**config.mk**
```make
export PLATFORM = sky130hd
export DESIGN_NAME = axis_pkt_framer
export DESIGN_NICKNAME = d
export VERILOG_FILES = /design/src/rtl/axis_pkt_framer.sv
export SDC_FILE = /design/constraint.sdc
export NUM_CORES = 1
export LEC_CHECK = 0
export CAP_MARGIN = 30
export CORE_ASPECT_RATIO = 0.75
export CORE_MARGIN = 5
export CORE_UTILIZATION = 50
export CTS_BUF_LIST = sky130_fd_sc_hd__clkbuf_8
export CTS_CLUSTER_DIAMETER = 80
export DETAILED_ROUTE_END_ITERATION = 8
export GPL_ROUTABILITY_DRIVEN = 0
export PLACE_DENSITY = 0.75
export SLEW_MARGIN = 20
export SYNTH_ARGS = -nofsm -noshare
export SYNTH_HDL_FRONTEND = slang
export SYNTH_SLANG_ARGS = --single-unit
```
**constraint.sdc**
```tcl
create_clock -name s_axis_aclk -period 12.5 [get_ports s_axis_aclk]
set_clock_uncertainty 0.2 [all_clocks]
set_input_delay 1.875 -clock s_axis_aclk [delete_from_list [all_inputs] [get_ports s_axis_aclk]]
set_output_delay 1.875 -clock s_axis_aclk [all_outputs]
set_load 0.02 [all_outputs]
```
**src/rtl/axis_pkt_framer.sv**
```systemverilog
// Buffers one VIP2DUT_WORDS_NUM-word packet and forwards it one cycle after its tlast; input stalls while sending, output holds under any backpressure.
// Malformed packets are dropped and counted; define AXIS_PKT_FRAMER_PAD_EN to zero-pad short good packets instead of dropping them.
module axis_pkt_framer #(
   parameter int C_DATA_WIDTH      = 128,
   parameter int VIP2DUT_WORDS_NUM = 10,
   parameter int DROP_CNT_WIDTH    = 16
) (
   input  logic                        s_axis_aclk,
   input  logic                        s_axis_areset,
   input  logic                        s_axis_tvalid,
   output logic                        s_axis_tready,
   input  logic [C_DATA_WIDTH-1:0]     s_axis_tdata,
   input  logic [C_DATA_WIDTH/8-1:0]   s_axis_tkeep,
   input  logic                        s_axis_tlast,
   output logic                        m_axis_tvalid,
   input  logic                        m_axis_tready,
   output logic [C_DATA_WIDTH-1:0]     m_axis_tdata,
   output logic [C_DATA_WIDTH/8-1:0]   m_axis_tkeep,
   output logic                        m_axis_tlast,
   output logic                        pkt_dropped,
   output logic [DROP_CNT_WIDTH-1:0]   drop_cnt
);

   localparam int N  = VIP2DUT_WORDS_NUM;
   localparam int CW = $clog2(N);
   localparam int KW = C_DATA_WIDTH / 8;
   localparam logic [CW-1:0] LAST_IDX = CW'(N - 1);

   typedef enum logic [1:0] {S_FILL, S_DISCARD, S_SEND} state_t;

   state_t                    state_q;
   logic [CW-1:0]             wr_cnt_q, rd_cnt_q;
   logic [CW-1:0]             wr_cnt_inc, rd_cnt_inc;
   logic                      bad_q;
   logic                      s_rdy_q, m_vld_q, m_last_q, drop_q;
   logic [DROP_CNT_WIDTH-1:0] drop_cnt_q;
   logic [C_DATA_WIDTH-1:0]   pkt_mem_q [N];

   logic fill_hs, bad_word, at_last, short_ok, drop_ev, fwd_ev;

   assign wr_cnt_inc = wr_cnt_q + CW'(1);
   assign rd_cnt_inc = rd_cnt_q + CW'(1);
   assign fill_hs    = (state_q == S_FILL) && s_axis_tvalid && s_rdy_q;
   assign bad_word   = bad_q || (s_axis_tkeep != {KW{1'b1}});
   assign at_last    = (wr_cnt_q == LAST_IDX);

`ifdef AXIS_PKT_FRAMER_PAD_EN
   localparam int FW = CW + 1;
   logic [FW-1:0] fill_len_q;
   assign short_ok     = !bad_word;
   assign m_axis_tdata = ({1'b0, rd_cnt_q} >= fill_len_q) ? '0 : pkt_mem_q[rd_cnt_q];
`else
   assign short_ok     = 1'b0;
   assign m_axis_tdata = pkt_mem_q[rd_cnt_q];
`endif

   // Long packets are dropped on their N-th word, before the trailing words are discarded.
   assign drop_ev = fill_hs && (at_last ? (!s_axis_tlast || bad_word) : (s_axis_tlast && !short_ok));
   assign fwd_ev  = fill_hs && s_axis_tlast && (at_last ? !bad_word : short_ok);

   always_ff @(posedge s_axis_aclk) begin
      if (fill_hs) begin
         pkt_mem_q[wr_cnt_q] <= s_axis_tdata;
      end
   end

   always_ff @(posedge s_axis_aclk) begin
      if (s_axis_areset) begin
         state_q    <= S_FILL;
         wr_cnt_q   <= '0;
         rd_cnt_q   <= '0;
         bad_q      <= 1'b0;
         s_rdy_q    <= 1'b1;
         m_vld_q    <= 1'b0;
         m_last_q   <= 1'b0;
         drop_q     <= 1'b0;
         drop_cnt_q <= '0;
`ifdef AXIS_PKT_FRAMER_PAD_EN
         fill_len_q <= '0;
`endif
      end else begin
         drop_q <= drop_ev;
         if (drop_ev && (drop_cnt_q != {DROP_CNT_WIDTH{1'b1}})) begin
            drop_cnt_q <= drop_cnt_q + DROP_CNT_WIDTH'(1);
         end
         case (state_q)
            S_FILL: begin
               if (fill_hs) begin
                  if (drop_ev || fwd_ev) begin
                     wr_cnt_q <= '0;
                     bad_q    <= 1'b0;
                  end else begin
                     wr_cnt_q <= wr_cnt_inc;
                     bad_q    <= bad_word;
                  end
                  if (fwd_ev) begin
                     state_q  <= S_SEND;
                     s_rdy_q  <= 1'b0;
                     m_vld_q  <= 1'b1;
                     m_last_q <= 1'b0;
                     rd_cnt_q <= '0;
`ifdef AXIS_PKT_FRAMER_PAD_EN
                     fill_len_q <= at_last ? FW'(N) : (FW'(wr_cnt_q) + FW'(1));
`endif
                  end else if (drop_ev && !s_axis_tlast) begin
                     state_q <= S_DISCARD;
                  end
               end
            end
            S_DISCARD: begin
               if (s_axis_tvalid && s_rdy_q && s_axis_tlast) begin
                  state_q <= S_FILL;
               end
            end
            S_SEND: begin
               if (m_axis_tready) begin
                  if (rd_cnt_q == LAST_IDX) begin
                     state_q  <= S_FILL;
                     s_rdy_q  <= 1'b1;
                     m_vld_q  <= 1'b0;
                     m_last_q <= 1'b0;
                     rd_cnt_q <= '0;
                     wr_cnt_q <= '0;
                     bad_q    <= 1'b0;
                  end else begin
                     rd_cnt_q <= rd_cnt_inc;
                     m_last_q <= (rd_cnt_inc == LAST_IDX);
                  end
               end
            end
            default: begin
               state_q <= S_FILL;
               s_rdy_q <= 1'b1;
               m_vld_q <= 1'b0;
            end
         endcase
      end
   end

   assign s_axis_tready = s_rdy_q;
   assign m_axis_tvalid = m_vld_q;
   assign m_axis_tlast  = m_last_q;
   assign m_axis_tkeep  = {KW{1'b1}};
   assign pkt_dropped   = drop_q;
   assign drop_cnt      = drop_cnt_q;

endmodule

```
==> images/pdn.png <==
Pins as bars on the die edge. Tap cells in grey.
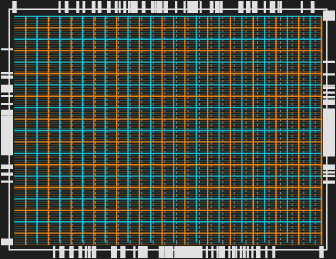
colour	net
cyan	VDD
orange	VSS
signal pins	313
met1 rails	101
met5 straps	20
tap cells	1326

==> images/cell_classes.png <==
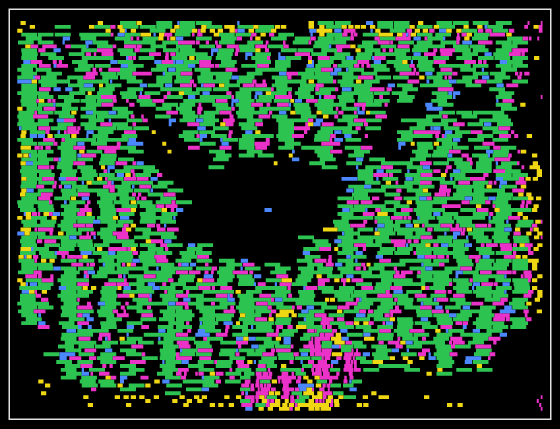
colour	class	cells
blue	clock drivers and dummy loads	343
magenta	all other logic	970
green	flip-flops	1315
yellow	other buffers and delay cells	330

==> job_summary.md <==
### Metrics collected by this job

| Metric | Value |
|---|---|
| Crit Path Class | `flip-flop to primary output` |
| Row count | `100` |
| Remaining global-route overflow | `0` |
| Seq/Total Area, Yosys | `around 78%` |
| Leading area contributor after synthesis | `edfxtp_1` |
| Number of flops mapped to enable cells by yosys | `1280` |
| Yosys cell count | `2425` |
| Gate count of the mapped netlist | `~2400` |
| Clock network fraction of total power | `37.8%` |
| Req. time, crit path | `between 10 and 15 ns` |
| Slew headroom | `29.31%` |
| Core region area | `around 0.10 mm^2` |
| Slowest cell delay on critical path | `slightly below 0.9 ns` |
| Top cell area share | `between 70% and 80%` |
| Setup TNS | `0 ns` |
| Async SR Flop Fraction | `0%` |
| Leakage Power | `17.85 nW` |
| Drt drc | `0` |
| RSZ-0062 raised after global routing | `no` |
| Top cells by area | `edfxtp_1, mux4_2, mux2i_1` |
| Hold WC Path Type | `flip-flop to flip-flop` |
| CTS buffer count | `approximately 190` |
| Slew of the pin with the lowest slew margin | `roughly 1.1 ns` |
| Hold violation total from the final report | `0` |
| P_int | `approximately 0.0066 W` |
| Max_cap viols | `0` |
| Fin nets | `just under 3000` |
| Most frequent logic cells in the routed design | `edfxtp_1, clkdlybuf4s50_1, mux4_2, clkbuf_8, a21oi_1` |
| Fraction of layout cells with a size suffix above 1 | `a little under a fifth` |
| Post-CTS Setup Inserts | `0` |
| Max FO, Critical Path | `109` |
| Crit path buffers/inverters | `3` |
| Status | `finished clean` |
| Max VDD drop | `0.0001555 V` |
| Largest net degree at the start of global routing | `~190` |
| Avg Inst Size Synth | `roughly 21 um^2` |
| WP data arrival | `between 5 and 6 ns` |
| Port bufs | `between 200 and 300` |
| Min cycle time layout | `around 7.3 ns` |
| CTS sink cnt | `about 1300` |
| Tool warnings | `~52` |
| DR vias | `~25000` |
| Chip width | `between 300 and 400 um` |
| Sw Share | `21.22%` |
| Warnings from Yosys | `0` |
| Hold Buf Count CTS | `0` |
| Chip area | `roughly 0.11 mm^2` |
| H-tree depth | `4` |
| Initial antenna violation count | `19` |
| Clk latency late pin | `roughly 0.85 ns` |
| Count of cell types in the netlist | `~48` |
| Yosys reg bits | `1315` |
| Most used logic cell in the final layout | `edfxtp_1` |
| Drt first pass iters | `5` |
| Sequential power share | `approximately three fifths` |
| Fp util | `50.61%` |
| Period utilisation layout | `between 50 and 60%` |
| Reg2reg setup slack | `roughly 8.7 ns` |
| Worst path top cell family by delay | `buffers and inverters` |
| F_max | `between 100 and 150 MHz` |
| Post-CTS sizing | `0` |
| Area added between synthesis and finish | `15.84%` |
| Drt initial violations | `roughly 2200` |
| Startpoint types | `flip-flop` |
| Critical path's slowest cell | `dfxtp_4` |
| CP endpoint kind | `primary output` |
| CTS tree | `done` |
| Post-route ant nets | `0` |
| Yosys stat area | `between 0.05 and 0.06 mm^2` |
| Routed vias/inst | `around 5.8` |
| Die H | `285.1 um` |
| DR WL/cell | `25.28 um` |
| Comb power frac | `4.0%` |
| Final HPWL DP | `55.70 mm` |
| First-pass GRT wire length | `163.3 mm` |
| Final Slew Violations | `0` |
| Gr usage total | `20.27%` |
| Final Setup Violations | `0` |
| Tot Pwr | `between 0.008 and 0.009 W` |
| CTS max path bufs | `3` |
| Final wirelength | `approximately 110 mm` |
| Hold_ws | `approximately 0.31 ns` |
==> Yosys cell counts (9+ instances only) <==
cell	count
edfxtp_1	1280
mux4_2	256
a21oi_1	151
nor2b_1	133
a211oi_1	129
mux2i_1	129
clkbuf_1	86
buf_2	43
dfxtp_1	35
nor2_1	23
buf_4	16
nand2_1	13
and2_1	12
nand3_1	11
nand4_1	9
o31ai_1	9
or4_1	9
==> final timing paths <==
path,from,end,depth (start not counted)
setup / recovery,flip-flop,m_axis_tdata[30],7
hold / removal,drop_cnt[4]$_SDFFE_PP0P_,drop_cnt[4]$_SDFFE_PP0P_,2
setup reg to reg,state_q[1]$_SDFFE_PP0P_,pkt_mem_q[6][86]$_DFFE_PP_,4
hold reg to reg,drop_cnt[4]$_SDFFE_PP0P_,drop_cnt[4]$_SDFFE_PP0P_,2
==> area by class of cell <==
| cell class | count | area [um^2] |
|---|---|---|
| Tap cell | 1326 | 1659 |
| Timing Repair Buffer | 330 | 3378 |
| Antenna cell | 13 | 32.53 |
| Sequential cell | 1315 | 39150 |
| Multi-Input combinational cell | 962 | 10680 |
| Clock buffer | 196 | 2698 |
| Clock inverter | 147 | 834.6 |
| Inverter | 8 | 30.03 |
| Fill cell | 7098 | 41260 |
==> metrics by stage <==
| step | worst slack (ns) | util [%] | area, um^2 | cells |
|---|---|---|---|---|
| floorplan | 0.7075 | - | 50520 | 2440 |
| CTS | 4.970 | 58.49 | 58320 | 4280 |
| global placement | 5.998 | 54.95 | 54790 | 3937 |
| detailed placement | 6.004 | 54.95 | 54790 | 3937 |
| global route | 4.790 | 58.61 | 58440 | 4291 |
| finish | 5.179 | 58.62 | 58460 | 4297 |
==> worst register-to-register path: stages, from the launching register on <==
cell       delay [ns]
dfxtp_1          0.39
nand4bb_1        0.53
nor3b_1          0.55
and2_4           0.84
buf_4            0.88
==> state kept, by name, summed over array words and instances (netlist names), named ones only <==
register	count
m_axis_tlast	1
state_q	2
bad_q	1
pkt_mem_q	1280
pkt_dropped	1
drop_cnt	16
s_axis_tready	1
rd_cnt_q	4
wr_cnt_q	4
m_axis_tvalid	1
==> metal layers <==
metal	routed length, um	track usage [%]	up-vias
li1	-	-	10820
met4	2504	7.211	16
met1	44600	27.00	13020
met5	103	0	-
met2	54190	33.10	786
met3	7234	4.860	187
==> power groups by stage <==
stage | Sequential, W | Clock (W) | Combinational [W]
floorplan | 0.00500 | 0 | 0.000145
global placement | 0.00499 | 0 | 0.000329
detailed placement | 0.00500 | 0 | 0.000340
CTS | 0.00490 | 0.00328 | 0.000341
global route | 0.00490 | 0.00349 | 0.000361
finish | 0.00490 | 0.00319 | 0.000337
==> kinds of logic after synthesis <==
| kind of cell | after synthesis | synth area share (%) |
|---|---|---|
| flops | 1315 | 77.55 |
| mux | 390 | 14.10 |
| compound gates | 306 | 3.811 |
| simple gates | 240 | 2.831 |
| buf+inv | 163 | 1.468 |
| fa+ha+maj | 8 | 0.1984 |
| xor+xnor | 2 | 0.03472 |
| other cells | 1 | 0.007431 |
Power figures rest on the tool's default switching activity, not on a simulated workload.
